===== config.mk =====
export PLATFORM = sky130hd
export DESIGN_NAME = hatch_ctrl_flat
export DESIGN_NICKNAME = d
export VERILOG_FILES = /design/src/rtl/hatch_if.sv /design/src/rtl/hatch_ctrl.sv /design/src/flat_wrapper.sv
export SDC_FILE = /design/constraint.sdc
export NUM_CORES = 1
export LEC_CHECK = 0
export CORE_MARGIN = 2
export CORE_UTILIZATION = 25
export DETAILED_ROUTE_END_ITERATION = 12
export GPL_TIMING_DRIVEN = 0
export PLACE_DENSITY = 0.42
export SLEW_MARGIN = 15
export SYNTH_ARGS = -nofsm -noshare
export SYNTH_HDL_FRONTEND = slang
export SYNTH_SLANG_ARGS = --single-unit

===== constraint.sdc =====
create_clock -name clk -period 2.5 [get_ports clk]
set_input_delay 0.25 -clock clk [delete_from_list [all_inputs] [get_ports clk]]
set_output_delay 0.25 -clock clk [all_outputs]
set_load 0.1 [all_outputs]

===== src/rtl/hatch_if.sv =====
// hatch_if: control/status bundle between the incubation sequencer and its
// environment.
//   start      : one-cycle pulse, begin or restart incubation
//   stop       : abort to idle (level or pulse)
//   temp_in    : current temperature, unsigned degrees C
//   num        : stage number shown on the dot-matrix display
//   temp       : temperature-abnormal flag (red overlay)
//   st         : display enable, low only while idle
//   done       : high once the final hatched stage is reached
//   fail       : high after a sustained temperature excursion
//   stage_tick : one-cycle pulse on every stage advance
// master = stimulus/host side, slave = sequencer side.
interface hatch_if;
  logic       start;
  logic       stop;
  logic [6:0] temp_in;
  logic [3:0] num;
  logic       temp;
  logic       st;
  logic       done;
  logic       fail;
  logic       stage_tick;

  modport master (
    output start, stop, temp_in,
    input  num, temp, st, done, fail, stage_tick
  );

  modport slave (
    input  start, stop, temp_in,
    output num, temp, st, done, fail, stage_tick
  );
endinterface


===== src/rtl/hatch_ctrl.sv =====
// hatch_ctrl: incubation sequencer for the egg-hatch display.
// Walks the hatching timeline one stage every STAGE_SEC seconds while the
// temperature stays within [TEMP_LO, TEMP_HI]; pauses while it is out of
// range and declares failure after FAIL_SEC consecutive bad seconds.
// Ports:
//   clk : system clock (CLK_HZ cycles per second)
//   rst : synchronous reset, active-high
//   bus : hatch_if.slave (start/stop/temp_in in; num/temp/st/done/fail/
//         stage_tick out, all registered)
module hatch_ctrl #(
  parameter int CLK_HZ     = 1000,
  parameter int STAGE_SEC  = 3,
  parameter int LAST_STAGE = 11,
  parameter int TEMP_LO    = 37,
  parameter int TEMP_HI    = 39,
  parameter int FAIL_SEC   = 5
) (
  input  logic    clk,
  input  logic    rst,
  hatch_if.slave  bus
);

  localparam int PRE_W = (CLK_HZ    > 1) ? $clog2(CLK_HZ)    : 1;
  localparam int SEC_W = (STAGE_SEC > 1) ? $clog2(STAGE_SEC) : 1;
  localparam int BAD_W = (FAIL_SEC  > 1) ? $clog2(FAIL_SEC)  : 1;

  localparam logic [PRE_W-1:0] PRE_MAX  = PRE_W'(CLK_HZ - 1);
  localparam logic [SEC_W-1:0] SEC_MAX  = SEC_W'(STAGE_SEC - 1);
  localparam logic [BAD_W-1:0] BAD_MAX  = BAD_W'(FAIL_SEC - 1);
  localparam logic [3:0]       NUM_LAST = 4'(LAST_STAGE);
  localparam logic [6:0]       T_LO     = 7'(TEMP_LO);
  localparam logic [6:0]       T_HI     = 7'(TEMP_HI);

  localparam logic [2:0] IDLE     = 3'd0;
  localparam logic [2:0] INCUBATE = 3'd1;
  localparam logic [2:0] PAUSE    = 3'd2;
  localparam logic [2:0] HATCHED  = 3'd3;
  localparam logic [2:0] FAILED   = 3'd4;

  logic [2:0]       state;
  logic [PRE_W-1:0] pre;
  logic [SEC_W-1:0] sec_cnt;
  logic [BAD_W-1:0] bad_cnt;
  logic [3:0]       stage_num;
  logic             temp_flag;
  logic             disp_en;
  logic             done_flag;
  logic             fail_flag;
  logic             tick;

  logic             ok;
  logic             sec_tick;
  logic             begin_run;
  logic [PRE_W-1:0] pre_next;
  logic [3:0]       num_inc;

  assign ok        = (bus.temp_in >= T_LO) && (bus.temp_in <= T_HI);
  assign sec_tick  = (pre == PRE_MAX);
  assign pre_next  = sec_tick ? '0 : pre + 1'b1;
  assign num_inc   = stage_num + 4'd1;
  // start is honoured only from the resting states; a run in progress
  // (INCUBATE or PAUSE) ignores it.
  assign begin_run = bus.start &&
                     ((state == IDLE) || (state == HATCHED) || (state == FAILED));

  always_ff @(posedge clk) begin
    if (rst) begin
      state     <= IDLE;
      pre       <= '0;
      sec_cnt   <= '0;
      bad_cnt   <= '0;
      stage_num <= '0;
      temp_flag <= 1'b0;
      disp_en   <= 1'b0;
      done_flag <= 1'b0;
      fail_flag <= 1'b0;
      tick      <= 1'b0;
    end else begin
      tick <= 1'b0;
      if (bus.stop) begin
        state     <= IDLE;
        pre       <= '0;
        sec_cnt   <= '0;
        bad_cnt   <= '0;
        stage_num <= '0;
        temp_flag <= 1'b0;
        disp_en   <= 1'b0;
        done_flag <= 1'b0;
        fail_flag <= 1'b0;
      end else if (begin_run) begin
        state     <= INCUBATE;
        pre       <= '0;
        sec_cnt   <= '0;
        bad_cnt   <= '0;
        stage_num <= '0;
        temp_flag <= 1'b0;
        disp_en   <= 1'b1;
        done_flag <= 1'b0;
        fail_flag <= 1'b0;
      end else begin
        case (state)
          INCUBATE: begin
            if (!ok) begin
              // Pause wins over a coincident second tick: prescaler and
              // stage timer hold so no progress is lost or gained.
              state     <= PAUSE;
              temp_flag <= 1'b1;
            end else begin
              pre <= pre_next;
              if (sec_tick) begin
                if (sec_cnt == SEC_MAX) begin
                  sec_cnt   <= '0;
                  stage_num <= num_inc;
                  tick      <= 1'b1;
                  if (num_inc == NUM_LAST) begin
                    state     <= HATCHED;
                    done_flag <= 1'b1;
                  end
                end else begin
                  sec_cnt <= sec_cnt + 1'b1;
                end
              end
            end
          end
          PAUSE: begin
            // The prescaler keeps running so bad seconds are timed on the
            // same second grid; the stage timer stays frozen.
            pre <= pre_next;
            if (ok) begin
              state     <= INCUBATE;
              temp_flag <= 1'b0;
              bad_cnt   <= '0;
            end else if (sec_tick) begin
              if (bad_cnt == BAD_MAX) begin
                state     <= FAILED;
                fail_flag <= 1'b1;
              end else begin
                bad_cnt <= bad_cnt + 1'b1;
              end
            end
          end
          IDLE, HATCHED, FAILED: begin
          end
          default: begin
            state <= IDLE;
          end
        endcase
      end
    end
  end

  assign bus.num        = stage_num;
  assign bus.temp       = temp_flag;
  assign bus.st         = disp_en;
  assign bus.done       = done_flag;
  assign bus.fail       = fail_flag;
  assign bus.stage_tick = tick;

endmodule


===== src/flat_wrapper.sv =====
// flat-port wrapper written by rule: the top's interface ports become plain ports
module hatch_ctrl_flat 
#(
  parameter int CLK_HZ     = 1000,
  parameter int STAGE_SEC  = 3,
  parameter int LAST_STAGE = 11,
  parameter int TEMP_LO    = 37,
  parameter int TEMP_HI    = 39,
  parameter int FAIL_SEC   = 5
)
  (clk, rst, bus_start, bus_stop, bus_temp_in, bus_num, bus_temp, bus_st, bus_done, bus_fail, bus_stage_tick);
  hatch_if bus_i ();
  input  logic clk;
  input  logic rst;
  input wire logic [$bits(bus_i.start)-1:0] bus_start;
  input wire logic [$bits(bus_i.stop)-1:0] bus_stop;
  input wire logic [$bits(bus_i.temp_in)-1:0] bus_temp_in;
  output wire logic [$bits(bus_i.num)-1:0] bus_num;
  output wire logic [$bits(bus_i.temp)-1:0] bus_temp;
  output wire logic [$bits(bus_i.st)-1:0] bus_st;
  output wire logic [$bits(bus_i.done)-1:0] bus_done;
  output wire logic [$bits(bus_i.fail)-1:0] bus_fail;
  output wire logic [$bits(bus_i.stage_tick)-1:0] bus_stage_tick;
  assign bus_i.start = bus_start;
  assign bus_i.stop = bus_stop;
  assign bus_i.temp_in = bus_temp_in;
  assign bus_num = bus_i.num;
  assign bus_temp = bus_i.temp;
  assign bus_st = bus_i.st;
  assign bus_done = bus_i.done;
  assign bus_fail = bus_i.fail;
  assign bus_stage_tick = bus_i.stage_tick;
  hatch_ctrl #(.CLK_HZ(CLK_HZ), .STAGE_SEC(STAGE_SEC), .LAST_STAGE(LAST_STAGE), .TEMP_LO(TEMP_LO), .TEMP_HI(TEMP_HI), .FAIL_SEC(FAIL_SEC)) u_core (.clk(clk), .rst(rst), .bus(bus_i));
endmodule

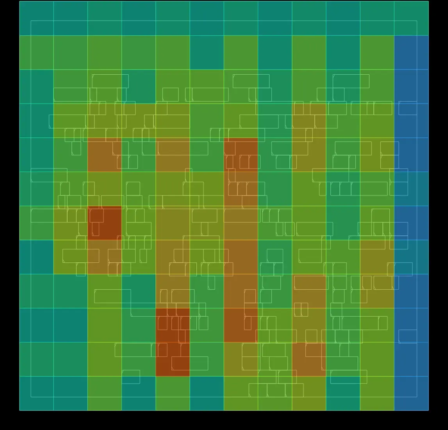
congestion_map.png
global routing met2 resource utilization: 17.9%
Final Util: 31.7%
gr usage total: 11.5%

==> notes.md <==
Implementation progress

The internal portion of the total power is around 570 µW. The number of inserted diodes stands at 0. Max-slew check failures listed in the final report amount to 0. The flip-flop count of the largest register, all copies and words added stands at 10. Wires add up to between 3 and 4 mm. The synthesized design contains 0 enable-type register cells. After routing, the total negative slack on setup checks comes to 0 ns. The share of synthesized registers carrying an async set or reset stands at 0%. The number of cells after detailed placement stands at 275.

The fraction of final cell area spent on non-clock buffers in this run is between 10% and 20%. The maximum ir drop on the vdd rail stands at 311 µV. Wire segments on met2 add up to between 1.5 and 2 mm in the final route. Once layout is complete, the cells apart from fillers number about 280. Clock cells make up approximately 2.6% of the layout cell area.

In the final layout, the multi-input gates occupy 958 µm². Per STA, the endpoint of the critical path is u_core.state[0]$_SDFFE_PP0P_. The synthesized-area fraction occupied by xor and xnor cells stands at under 10%. The number of buffers inserted for hold repair after clock tree synthesis stands at 0.

The biggest slice of the area belongs to logic gates. The data arrival time of the critical path stands at roughly 2.4 ns. The count of nets left with antenna violations after detail routing stands at 0. Per the GRT congestion report, total overflow comes to 0. After routing the design area is 1890 µm². The cell count of the worst reg-to-reg path stands at 6. The met3 global-route usage stands at about 2.7%. Headroom to the max-slew limit came out at 33.3%. The timing report lists the critical path depth as 6 cells. The deepest level of the CTS H-tree stands at 1. The signal on the critical path passes through ha_1 > nand4bb_4 > nor3_1 > a21o_1 > o221ai_1 > mux2i_1. The routed wire length on met3 stands at roughly 110 µm.

The number of global-route vias before repair came to 1315. The post-place setup slack stands at around 0.094 ns. Per Yosys stat, the portion of area used by sequential elements is 34.8%. The clock skew stands at 0.0114 ns.

The design draws ~750 µW. In the final layout, flip-flops and latches take up approximately 29% of the cell area. The clock buffer count from CTS stands at 3.

Non-clock inverters in the final layout number 6. TritonCTS built the clock tree. The layout summary lists the proportion of cells stronger than drive strength 1 as a little under a tenth. In this run the full chip footprint comes out at 6860 µm². The number of storage elements in the synthesis netlist stands at 27.

The count of endpoints failing hold in the final timing report stands at 0. The final critical-path required period stands at roughly 2.2 ns. The top cell type by area accounts for between 30% and 40% of the synthesized area.

The total power density per cell area stands at 397 nW/µm². The first-pass GRT wire length stands at between 6 and 7 mm. Once iteration 0 of detailed routing completed, the report listed 31 DRC markers. The average wire per standard cell stands at ~13 µm.

The max capacitance violation total stands at 0. The warning tally printed by Yosys for this design is 0. Looking at the clock tree report, the maximum root-to-sink buffer count equals 2. Synthesis produced a netlist with a net count of 197. The count of different cell masters after synthesis stands at 49. After synthesis the cells add up to approximately 1600 µm². The run finished with clean final reports.

The registers of the reported paths see a clock transition of 0.10 ns. STA classifies the critical path endpoint as a flip-flop. Among logic cells in the layout, the one with the most instances is sky130_fd_sc_hd__dfxtp_1. The worst hold path begins at u_core.bus.st$_SDFFE_PP0P_. The relative area change from synthesis to final layout stands at 21.4%.
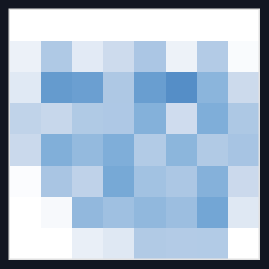
util_map.png
(3 px per µm) 8 x 8 tiles, from white (low) to dark blue (high), 0 to 100% covered.
emptiest ninth of the die: lower left
nearly empty tiles: 20%
mean over tiles: 26%
total core area: 5960 µm²
floorplan utilization: 26.1%

==> synthesized netlist by cell type (all sizes together), types with 4 or more instances <==
| library cell | n |
|---|---|
| nor3 | 7 |
| nand2 | 14 |
| o21ai | 11 |
| nor2 | 18 |
| ha | 5 |
| xnor2 | 6 |
| a21oi | 19 |
| nand2b | 4 |
| dfxtp | 27 |
| inv | 6 |
| nand3 | 9 |
| a211oi | 4 |
==> power by group through the flow <==
stage / Sequential (µW) / Clock [µW] / Combinational, µW
2_1_floorplan: 449 / 0 / 23.7
3_3_place_gp: 442 / 0 / 58.4
3_5_place_dp: 442 / 0 / 58.1
4_1_cts: 432 / 279 / 58.3
5_1_grt: 433 / 300 / 62.7
6_report: 432 / 259 / 57.4
Power figures rest on the tool's default switching activity, not on a simulated workload.
